### config.mk
export PLATFORM = sky130hd
export DESIGN_NAME = program_loader
export DESIGN_NICKNAME = d
export VERILOG_FILES = /design/src/rtl/isa_pkg.sv /design/src/rtl/loader_pkg.sv /design/src/rtl/program_loader.sv
export SDC_FILE = /design/constraint.sdc
export NUM_CORES = 1
export LEC_CHECK = 0
export ABC_AREA = 1
export CAP_MARGIN = 20
export CORE_MARGIN = 2
export CORE_UTILIZATION = 54
export DETAILED_ROUTE_END_ITERATION = 12
export GPL_ROUTABILITY_DRIVEN = 0
export PLACE_DENSITY = 0.91
export SYNTH_ARGS = -nofsm -noshare
export SYNTH_HDL_FRONTEND = slang
export SYNTH_SLANG_ARGS = --single-unit
export TNS_END_PERCENT = 5
### constraint.sdc
create_clock -name clk -period 5.2 [get_ports clk]
set_clock_uncertainty 0.1 [all_clocks]
set_input_delay 1.04 -clock clk [delete_from_list [all_inputs] [get_ports clk]]
set_output_delay 1.04 -clock clk [all_outputs]
set_load 0.05 [all_outputs]
### src/rtl/isa_pkg.sv
// Instruction-set constants shared with cpu_top; the loader only needs NOP.
package isa_pkg;

    localparam logic [3:0] NOP = 4'hE;

endpackage

### src/rtl/loader_pkg.sv
// State encoding and fill-pattern helpers for program_loader.
package loader_pkg;

    typedef logic [2:0] state_t;

    localparam state_t ST_IDLE  = 3'd0;
    localparam state_t ST_FILL  = 3'd1;
    localparam state_t ST_LOAD  = 3'd2;
    localparam state_t ST_DONE  = 3'd3;
    localparam state_t ST_ERROR = 3'd4;

    // High byte of a NOP instruction pair; the odd byte of the pair is zero.
    localparam logic [7:0] NOP_PAIR = {isa_pkg::NOP, 4'b0000};

    function automatic logic [7:0] fill_byte(input logic odd_addr);
        return odd_addr ? 8'h00 : NOP_PAIR;
    endfunction

endpackage

### src/rtl/program_loader.sv
// Fills cpu_top program memory with NOP pairs, then with a streamed image,
// holding cpu_reset high until the whole image has been written.
//
// state | meaning
// IDLE  | after reset, waiting for start, cpu held in reset
// FILL  | writing NOP pairs to 0..FILL_BYTES-1, one per cycle
// LOAD  | accepting stream bytes, writing them from address 0 up
// DONE  | image complete, cpu_reset released one cycle after last write
// ERROR | image overflowed memory, cpu held in reset, stream ignored
module program_loader #(
    parameter int ADDR_BITS  = 8,
    parameter int DATA_BITS  = 8,
    parameter int MEM_BYTES  = 256,
    parameter int FILL_BYTES = 128
) (
    input  logic                 clk,
    input  logic                 reset,
    input  logic                 start,
    input  logic                 in_valid,
    input  logic [DATA_BITS-1:0] in_data,
    input  logic                 in_last,
    output logic                 in_ready,
    output logic                 mem_we,
    output logic [ADDR_BITS-1:0] mem_addr,
    output logic [DATA_BITS-1:0] mem_wdata,
    output logic                 cpu_reset,
    output logic                 busy,
    output logic                 done,
    output logic                 error,
    output logic [ADDR_BITS:0]   bytes_loaded
);
    import loader_pkg::*;

    localparam int PW = ADDR_BITS + 1;
    localparam logic [PW-1:0] LAST_ADDR = PW'(MEM_BYTES - 1);
    localparam logic [PW-1:0] FILL_LAST = PW'((FILL_BYTES > 0) ? FILL_BYTES - 1 : 0);

    state_t               state_q, state_d;
    logic [PW-1:0]        ptr_q, ptr_d;
    logic [PW-1:0]        cnt_q, cnt_d;
    logic                 mem_we_q, mem_we_d;
    logic [ADDR_BITS-1:0] addr_q, addr_d;
    logic [DATA_BITS-1:0] wdata_q, wdata_d;
    logic                 cpu_reset_q, cpu_reset_d;
    logic                 busy_q, busy_d;
    logic                 done_q, done_d;
    logic                 error_q, error_d;
    logic                 in_ready_q, in_ready_d;
    logic                 accept;
    logic [PW-1:0]        ptr_inc;

    assign accept  = in_ready_q && in_valid;
    assign ptr_inc = ptr_q + PW'(1);

    always_comb begin
        state_d     = state_q;
        ptr_d       = ptr_q;
        cnt_d       = cnt_q;
        mem_we_d    = 1'b0;
        addr_d      = addr_q;
        wdata_d     = wdata_q;
        cpu_reset_d = cpu_reset_q;
        busy_d      = busy_q;
        done_d      = done_q;
        error_d     = error_q;
        in_ready_d  = in_ready_q;

        case (state_q)
            ST_IDLE, ST_DONE, ST_ERROR: begin
                if (start) begin
                    cnt_d       = '0;
                    ptr_d       = '0;
                    done_d      = 1'b0;
                    error_d     = 1'b0;
                    cpu_reset_d = 1'b1;
                    busy_d      = 1'b1;
                    if (FILL_BYTES > 0) begin
                        // The first fill write is issued together with the state change.
                        state_d  = ST_FILL;
                        mem_we_d = 1'b1;
                        addr_d   = '0;
                        wdata_d  = DATA_BITS'(fill_byte(1'b0));
                    end else begin
                        state_d    = ST_LOAD;
                        in_ready_d = 1'b1;
                    end
                end else if (state_q == ST_DONE) begin
                    cpu_reset_d = 1'b0;
                end
            end
            ST_FILL: begin
                if (ptr_q == FILL_LAST) begin
                    state_d    = ST_LOAD;
                    ptr_d      = '0;
                    in_ready_d = 1'b1;
                end else begin
                    ptr_d    = ptr_inc;
                    mem_we_d = 1'b1;
                    addr_d   = ptr_inc[ADDR_BITS-1:0];
                    wdata_d  = DATA_BITS'(fill_byte(ptr_inc[0]));
                end
            end
            ST_LOAD: begin
                if (accept) begin
                    mem_we_d = 1'b1;
                    addr_d   = ptr_q[ADDR_BITS-1:0];
                    wdata_d  = in_data;
                    ptr_d    = ptr_inc;
                    cnt_d    = cnt_q + PW'(1);
                    if (in_last) begin
                        state_d    = ST_DONE;
                        in_ready_d = 1'b0;
                        busy_d     = 1'b0;
                        done_d     = 1'b1;
                    end else if (ptr_q == LAST_ADDR) begin
                        state_d    = ST_ERROR;
                        in_ready_d = 1'b0;
                        busy_d     = 1'b0;
                        error_d    = 1'b1;
                    end
                end
            end
            default: begin
                state_d     = ST_IDLE;
                cpu_reset_d = 1'b1;
                busy_d      = 1'b0;
                in_ready_d  = 1'b0;
            end
        endcase
    end

    always_ff @(posedge clk or posedge reset) begin
        if (reset) begin
            state_q     <= ST_IDLE;
            ptr_q       <= '0;
            cnt_q       <= '0;
            mem_we_q    <= 1'b0;
            addr_q      <= '0;
            wdata_q     <= '0;
            cpu_reset_q <= 1'b1;
            busy_q      <= 1'b0;
            done_q      <= 1'b0;
            error_q     <= 1'b0;
            in_ready_q  <= 1'b0;
        end else begin
            state_q     <= state_d;
            ptr_q       <= ptr_d;
            cnt_q       <= cnt_d;
            mem_we_q    <= mem_we_d;
            addr_q      <= addr_d;
            wdata_q     <= wdata_d;
            cpu_reset_q <= cpu_reset_d;
            busy_q      <= busy_d;
            done_q      <= done_d;
            error_q     <= error_d;
            in_ready_q  <= in_ready_d;
        end
    end

    assign in_ready     = in_ready_q;
    assign mem_we       = mem_we_q;
    assign mem_addr     = addr_q;
    assign mem_wdata    = wdata_q;
    assign cpu_reset    = cpu_reset_q;
    assign busy         = busy_q;
    assign done         = done_q;
    assign error        = error_q;
    assign bytes_loaded = cnt_q;

endmodule
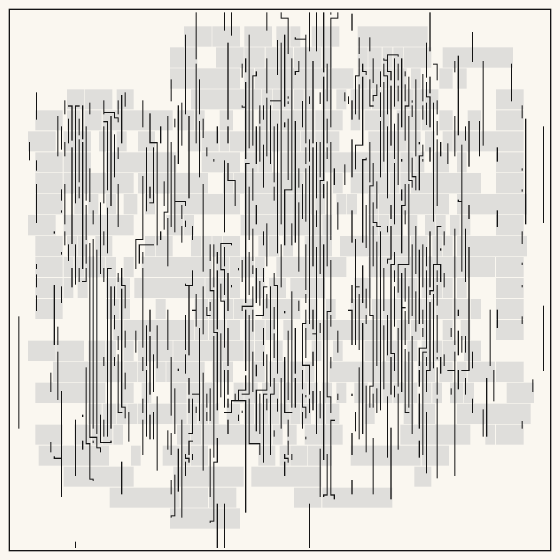
**Above:** M2 wires.
Cells faint in the background.
share of all routed wire: 50%
wire length on this layer: 2,840 µm
main direction: vertical
nets with wire on the layer: 310
longest straight run: 27.9 µm

==> qor.txt <==
run status -> complete, no violations
ys cells -> 318
Sum Neg Setup Slack -> 0 ps
Core ar. -> 4290 µm²
first-pass GRT wire length -> 9.63 mm
CP delay by family, top -> buffers and inverters
Worst-Margin Slew -> 545 ps
Hold Crit Class -> reg2reg
Root Driver -> clkbuf_8
post-synthesis sequential area ratio -> 45.7%
layout cells sized above 1 -> 7.50%
final count of hold timing violations -> 0
initial antenna violation count -> 0
worst hold margin -> 375 ps
Synth flops -> 43
Syn. warnings -> 0
postcts setup bufs -> 0
Flop area -> 1080 µm²
yosys stat chip area -> 2360 µm²
total power -> 1.49 mW
CTS clk-pin slew, worst paths -> 70 ps
Area Overhead vs Synth -> 22.2%
area occupied by multi-input gates -> 1090 µm²
worst hold start -> cpu_reset
DR DRC count -> 0
crit-path max cell delay -> 790 ps
CP max-delay cell -> clkdlybuf4s50_1
Netlist cell types -> 26
maximum VDD drop -> 0.000333 V
Top-area cell share -> 44.6%
Mapped Area -> 2360 µm²
CTS H-tree depth -> 2
Critical Path Source -> cpu_reset
post-layout period usage -> 53.2%
Max-cap violations -> 0
Initial DRC Count -> 175
final net count -> 375
Init Core Util -> 54.9%
Final Max Slew Viols -> 0
worst path required time -> 4060 ps
P_leak -> 1.41 nW
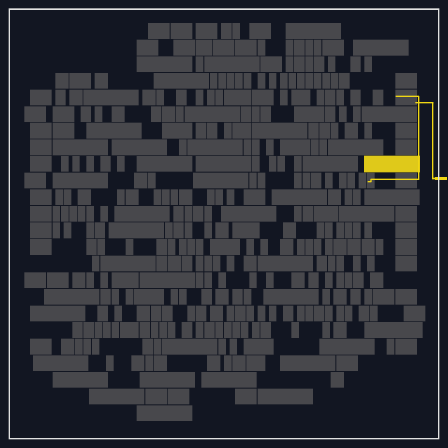
**Above:** nets reached from selected ports.
legend:
  yellow:
    port: `done`
    bits: 1
    direction: output
    end_cells: 1
    wire: 41.3 µm
IO Count: 44
port bufs: 43

[tightest hold or removal path: cells and delay by family (launching register included)]
kind,cells,cell delay (ps)
flip-flops,1,380
AND/OR/NAND/NOR,2,110
[Yosys cell counts]
cell	instances
ha_1	3
inv_1	27
inv_2	3
nand3_2	2
nor2_4	1
a21oi_1	2
xor2_1	2
dfrtp_1	42
buf_4	5
nor2_1	24
nand4_1	18
inv_4	1
or2_2	1
nand2_2	8
nand2_1	115
dfstp_2	1
buf_6	2
nand3_1	24
and2_1	3
o21ai_1	5
buf_2	2
o21ai_0	22
clkbuf_1	1
nor2_2	2
o22ai_1	1
xnor2_1	1
[state kept, by name, indices dropped and copies added (netlist names)]
name and cells:
mem_wdata 8, bytes_loaded 9, cpu_reset 1, error 1, ptr_q 9, state_q 3, busy 1, mem_addr 8
in_ready 1, done 1, mem_we 1
[per-layer routing]
| metal | up-vias | wire, µm | global-route usage (%) |
|---|---|---|---|
| met1 | 1114 | 2490 | 30.9 |
| met5 | - | 0 | 0 |
| met4 | 0 | 74 | 6.62 |
| li1 | 1098 | - | - |
| met3 | 8 | 286 | 4.47 |
| met2 | 77 | 2840 | 42.1 |
[report_power, final]
group | internal [mW] | switching (mW) | leakage [nW]
Sequential | 0.409 | 0.0537 | 0.576
Clock | 0.109 | 0.113 | 0.0484
Combinational | 0.213 | 0.587 | 0.782
[metrics by stage]
step	instances	utilization (%)	instance area [µm²]	setup WS [ps]
after detailed placement	404	64.9	2790	2370
after global placement	404	64.9	2790	2480
after CTS	412	67.1	2880	2430
final	412	67.1	2880	2430
after global routing	412	67.1	2880	2400
after floorplan	318	-	2360	3060
[final timing paths]
kind	end	slack, ps	cells after the start
min reg2reg	cpu_reset	380	2
max reg2reg	mem_wdata[2]	2660	7
min	cpu_reset	380	2
min in group asynchronous	bytes_loaded[2]	1070	3
max in group asynchronous	cpu_reset	3540	3
max	cpu_reset	2430	1
[layout by cell type (no fill, tap or decap), drive strengths merged]
cell	instances
o22ai	1
clkdlybuf4s50	43
xnor2	1
buf	1
nand3	26
nor2	27
clkinv	1
ha	3
o21ai	27
dfrtp	42
xor2	2
or2	1
nand2	123
and2	3
dfstp	1
inv	31
clkbuf	7
a21oi	2
nand4	18
[final cells by class]
type	count	share of cell area [%]
Clock buffer	7	2.99
Clock inverter	1	0.304
Inverter	31	4.12
Multi-Input combinational cell	234	37.8
Sequential cell	43	37.4
Tap cell	52	2.26
Timing Repair Buffer	44	15.2
[cells by family after synthesis]
kind of cell	count (synthesis)	share of synthesized area [%]
simple gates	198	37.0
flops	43	45.7
buf+inv	41	8.17
compound gates	30	6.42
xor+xnor	3	1.11
fa+ha+maj	3	1.59
Power figures rest on the tool's default switching activity, not on a simulated workload.
